==> images/flops_by_reg.png <==
Drawn at 3 px/um. Other sequential cells in the stronger gray, the rest of the logic in the fainter gray.
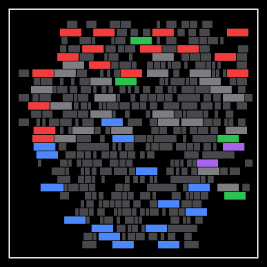
==> images/logic_types.png <==
Drawn at 4 px/um.
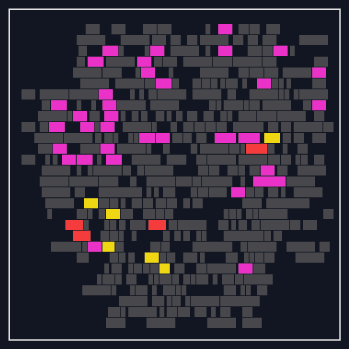
--- src/rtl/seg_scan_ctrl.sv ---
// Multiplexed 7-segment scan controller.
// One shared nibble decoder is time-shared across NUM_DIGITS common-anode
// digits. Each digit slot is REFRESH_DIV cycles: a SHOW phase, then
// BLANK_CYCLES of all-off ghost blanking. Display data is double-buffered
// (pend -> disp) and only swapped at the frame boundary, so a frame never tears.

// Per-digit leading-zero chain element: a digit is "zero from here up" when
// its own nibble is zero and every more-significant digit is too.
module seg_scan_lane (
  input  logic [3:0] nib_i,
  input  logic       zero_above_i,
  output logic       zero_o
);
  assign zero_o = zero_above_i && (nib_i == 4'd0);
endmodule

module seg_scan_ctrl #(
  parameter int NUM_DIGITS   = 4,
  parameter int REFRESH_DIV  = 27000,
  parameter int BLANK_CYCLES = 270
) (
  input  logic                    CLK,
  input  logic                    RST,
  input  logic [4*NUM_DIGITS-1:0] IN_DATA,
  input  logic                    IN_LOAD,
  input  logic                    IN_LZ_EN,
  output logic [3:0]              OUT_NIBBLE,
  output logic [NUM_DIGITS-1:0]   OUT_DIG,
  output logic                    OUT_FRAME
);

  localparam int CW = ($clog2(REFRESH_DIV) < 1) ? 1 : $clog2(REFRESH_DIV);
  localparam int IW = ($clog2(NUM_DIGITS)  < 1) ? 1 : $clog2(NUM_DIGITS);

  localparam logic [CW-1:0] CNT_MAX  = CW'(REFRESH_DIV - 1);
  localparam logic [CW-1:0] SHOW_LEN = CW'(REFRESH_DIV - BLANK_CYCLES);
  localparam logic [IW-1:0] IDX_MAX  = IW'(NUM_DIGITS - 1);

  typedef enum logic {SHOW = 1'b0, BLANK = 1'b1} phase_e;

  typedef logic [NUM_DIGITS-1:0][3:0] nibs_t;

  // State
  logic [CW-1:0]         cnt_q,   cnt_d;
  logic [IW-1:0]         idx_q,   idx_d;
  nibs_t                 pend_q,  pend_d;
  nibs_t                 disp_q,  disp_d;
  phase_e                phase_q, phase_d;

  // Registered outputs
  logic [NUM_DIGITS-1:0] dig_q,   dig_d;
  logic [3:0]            nib_q,   nib_d;
  logic                  frame_q, frame_d;

  logic                  slot_wrap, frame_wrap, sup;
  logic [NUM_DIGITS:0]   zero_up;

  // Leading-zero chain, evaluated on the display data the next cycle will use.
  assign zero_up[NUM_DIGITS] = 1'b1;

  genvar g;
  generate
    for (g = 0; g < NUM_DIGITS; g++) begin : g_lane
      seg_scan_lane u_lane (
        .nib_i        (disp_d[g]),
        .zero_above_i (zero_up[g+1]),
        .zero_o       (zero_up[g])
      );
    end
  endgenerate

  // Slot/frame sequencing and the SHOW/BLANK phase transitions.
  always_comb begin
    slot_wrap  = (cnt_q == CNT_MAX);
    frame_wrap = slot_wrap && (idx_q == IDX_MAX);
    cnt_d      = slot_wrap ? '0 : cnt_q + 1'b1;
    if (frame_wrap)     idx_d = '0;
    else if (slot_wrap) idx_d = idx_q + 1'b1;
    else                idx_d = idx_q;

    // A load coinciding with the frame boundary lands straight in disp.
    pend_d = IN_LOAD ? nibs_t'(IN_DATA) : pend_q;
    disp_d = frame_wrap ? pend_d : disp_q;

    phase_d = phase_q;
    if (slot_wrap)              phase_d = SHOW;
    else if (cnt_d == SHOW_LEN) phase_d = BLANK;
  end

  // Output decode from the next state, so registered outputs track state.
  always_comb begin
    dig_d   = '1;
    nib_d   = '0;
    sup     = 1'b0;
    frame_d = (cnt_d == '0) && (idx_d == '0);
    for (int i = 0; i < NUM_DIGITS; i++) begin
      if (idx_d == IW'(i)) begin
        // Digit 0 always shows, even when the whole value is zero.
        sup = IN_LZ_EN && zero_up[i] && (i != 0);
        if ((phase_d == SHOW) && !sup) begin
          dig_d[i] = 1'b0;
          nib_d    = disp_d[i];
        end
      end
    end
  end

  // Single state register with synchronous reset; outputs blanked in reset.
  always_ff @(posedge CLK) begin
    if (RST) begin
      cnt_q   <= '0;
      idx_q   <= '0;
      pend_q  <= '0;
      disp_q  <= '0;
      phase_q <= SHOW;
      dig_q   <= '1;
      nib_q   <= '0;
      frame_q <= 1'b0;
    end else begin
      cnt_q   <= cnt_d;
      idx_q   <= idx_d;
      pend_q  <= pend_d;
      disp_q  <= disp_d;
      phase_q <= phase_d;
      dig_q   <= dig_d;
      nib_q   <= nib_d;
      frame_q <= frame_d;
    end
  end

  assign OUT_DIG    = dig_q;
  assign OUT_NIBBLE = nib_q;
  assign OUT_FRAME  = frame_q;

endmodule

--- config.mk ---
export PLATFORM = sky130hd
export DESIGN_NAME = seg_scan_ctrl
export DESIGN_NICKNAME = d
export VERILOG_FILES = /design/src/rtl/seg_scan_ctrl.sv
export SDC_FILE = /design/constraint.sdc
export NUM_CORES = 1
export LEC_CHECK = 0
export CAP_MARGIN = 10
export CORE_UTILIZATION = 45
export CTS_CLUSTER_SIZE = 24
export DETAILED_ROUTE_END_ITERATION = 7
export PLACE_DENSITY = 0.72
export SLEW_MARGIN = 20
export SYNTH_ARGS = -nofsm -noshare
export SYNTH_HDL_FRONTEND = slang
export SYNTH_SLANG_ARGS = --single-unit
--- constraint.sdc ---
create_clock -name CLK -period 2.55 [get_ports CLK]
set_clock_uncertainty 0.2 [all_clocks]
set_input_delay 0.51 -clock CLK [delete_from_list [all_inputs] [get_ports CLK]]
set_output_delay 0.51 -clock CLK [all_outputs]
set_load 0.1 [all_outputs]
==> run summary <==
fresh numbers from the pnr run: XOR Share, Synth=4.23%, number of global-route vias before repair=2130, Arrival @ worst endpoint=2440 ps, Starting DRT DRC Count=145, Total GRT Usage=20.2%, peak per-stage delay on the critical path=560 ps, end of the critical path=OUT_NIBBLE[2]$_SDFF_PP0_, Layout Nets=392, DR DRC count=0, Setup WS post-layout=137 ps, Gate power share=7.8%, H-tree lvl count=3, Die H=82.3 um, Die Size=6770 um^2, worst hold path class=reg2reg, Flop pwr share=46.7%, leakage power figure=1.40 nW, CP startpoint kind=primary input, WHS Path Cells=2, Sw Ratio=22.1%, initial antenna violation count=0, final setup violation count=0, fp_density=47.9%, total vias in the final route=2398, gr ovfl total=0, RSZ-0062 raised after global routing=false, top cells by count=dfxtp_1, nor2_1, mux2i_1, ys flops=59, Tool Warnings=28, ys async rst share=0%, Syn Area/Cell=9.18 um^2, CP Buf/Inv Count=2, FF-to-FF setup slack=140 ps, mux share=12.7%, Post-synth EDFFs=0, number of cells in Yosys stat=316, clock root buffer=clkbuf_8, adder share=1.72%, Pwr Density=559 nW/um^2, row count=28, Hold Vio Cnt, Final=0, Tcrit/Tclk final=94.6%, top cells, area=dfxtp_1, mux2i_1, nor2_1, reg2reg path depth=8, first-pass GRT wire length=10000 um, CTS sink count=59, IO Count=29, Basic Gates by Area=26.5%, Worst-Margin Slew=503 ps, synth-to-layout area growth=25.4%, register share after synthesis=40.7%, area reported by Yosys stat=2900 um^2, CTS hold repair buffers=0, dpl ws=-246 ps, Critical Path Slowest Stage Cell=or4_1, Crit Path Max Fanout=4, share of cells above drive strength 1=22.3%, Yosys top cell area share=40.7%, pin count of the biggest net entering global routing=40, CP startpoint=IN_LOAD, CP cell instances=clkdlybuf4s50_1 > buf_4 > or4_1 > o22ai_2 > mux2_4 > a22oi_4 > a211oi_1 > a21boi_1, core box area=6060 um^2, RR Endpoint=OUT_NIBBLE[2]$_SDFF_PP0_, Cell Area, Synth=2900 um^2, routability cong.=0.894, top comb family, area=simple AND/OR/NAND/NOR gates, fmax=414 MHz, crit path DRT=2580 ps, Die W=82.3 um, PortBufs=28, Tmin final=2410 ps, drt via density=5.36, critical path's top delay family=AND-OR/OR-AND gates, max_slew headroom=66.2%, Insertion Delay late pin=340 ps, DPL Wire Length=4560 um, outcome=finished clean, Filler cells=525, Pre-Repair DR Iteration Count=4, clock slew at reported path FFs=70 ps, Psw=449 uW, Main synth FF type=dfxtp_1, Compound Share, Synth=9.70%, Slew Limit Fails=0, post-synth top area cell=dfxtp_1, worst hold margin=267 ps, Worst setup EP type=flop
About flops_by_reg.png:
color	name in the netlist	sequential cells
red	pend_q	16
purple	idx_q	2
green	OUT_DIG	4
blue	cnt_q	15
not colored	22

About logic_types.png:
color	family	cells
red	fa/ha/maj cells	4
yellow	non-inverting ao/oa cells	6
magenta	mux cells	34

-- cell type report --
type / count / area (um^2) / share of cell area [%]
clock inverter: 5 / 77.6 / 2.13
inverter: 7 / 26.3 / 0.722
sequential: 59 / 1180 / 32.5
timing repair buffer: 60 / 498 / 13.7
tap: 75 / 93.8 / 2.58
multi-input combinational: 231 / 1620 / 44.6
clock buffer: 10 / 138 / 3.78
-- cell families (layout without fill, tap and decap cells) --
group	Yosys count	count (layout)
compound gates	40	40
xor+xnor	14	14
fa+ha+maj	4	4
buf+inv	26	82
flops	59	59
mux	34	34
simple gates	139	139
-- per-stage QoR --
step | power [mW] | cells | area (um^2) | TNS (ps)
2_1_floorplan | 1.06 | 316 | 2910 | 0
3_5_place_dp | 1.12 | 431 | 3390 | -844
3_3_place_gp | 1.12 | 431 | 3390 | -711
4_1_cts | 2.06 | 446 | 3610 | 0
5_1_grt | 2.11 | 447 | 3640 | 0
6_report | 2.04 | 447 | 3640 | 0
-- registers in the layout (all words and copies together) (netlist names) --
signal,cells
OUT_DIG,4
OUT_FRAME,1
OUT_NIBBLE,4
cnt_q,15
disp_q,16
idx_q,2
pend_q,16
phase_q,1
-- power groups by stage --
stage,logic [mW],clock network (mW),registers (mW)
3_5_place_dp,0.154,0,0.971
4_1_cts,0.155,0.951,0.950
5_1_grt,0.171,0.989,0.952
2_1_floorplan,0.0788,0,0.979
3_3_place_gp,0.153,0,0.970
6_report,0.158,0.926,0.950
-- per-layer routing --
layer / GRT usage [%] / vias to the layer above / wire, um
li1: - / 1218 / -
met1: 28.1 / 1098 / 2990
met2: 28.7 / 74 / 2700
met3: 5.05 / 8 / 448
met4: 10.0 / 0 / 104
met5: 0 / - / 0
-- repair_timing --
item | 4_1_cts | 5_1_grt
hold endpoints to repair | 0 | 0
resized | 0 | 5
endpoints found under the setup margin | 0 | 8
setup buffers | 0 | 1
-- cells in the final DEF (no fill, tap or decap), types with 5 or more instances in the layout --
cell type        count
mux2i_1             23
xor2_1               5
nor3_1               5
xnor2_1              9
nand3_1             11
nor2_1              59
o21ai_0              6
inv_1                7
nor4_1               7
dfxtp_1             58
nand2_1             12
nor2b_1              9
mux2_2               7
clkbuf_8            10
nand4_1              6
clkdlybuf4s50_1     19
buf_4               41
a21oi_1             11
-- worst register-to-register path, cell delays in order, from the launching register on --
cell and delay [ps]:
dfxtp_1 360, ha_2 230, nand4b_1 130, or4_4 520
buf_4 210, mux2i_1 200, nor3_1 110, a211oi_1 240
a21boi_1 100
-- worst min path at each step --
stage,from,to,slack [ps]
floorplan,disp_q[2]$_SDFF_PP0_,disp_q[2]$_SDFF_PP0_,230
CTS,disp_q[2]$_SDFF_PP0_,disp_q[2]$_SDFF_PP0_,270
detailed placement,disp_q[2]$_SDFF_PP0_,disp_q[2]$_SDFF_PP0_,260
global route,disp_q[2]$_SDFF_PP0_,disp_q[2]$_SDFF_PP0_,280
finish,disp_q[2]$_SDFF_PP0_,disp_q[2]$_SDFF_PP0_,270
global placement,disp_q[2]$_SDFF_PP0_,disp_q[2]$_SDFF_PP0_,250
Power and IR drop assume default switching activity.
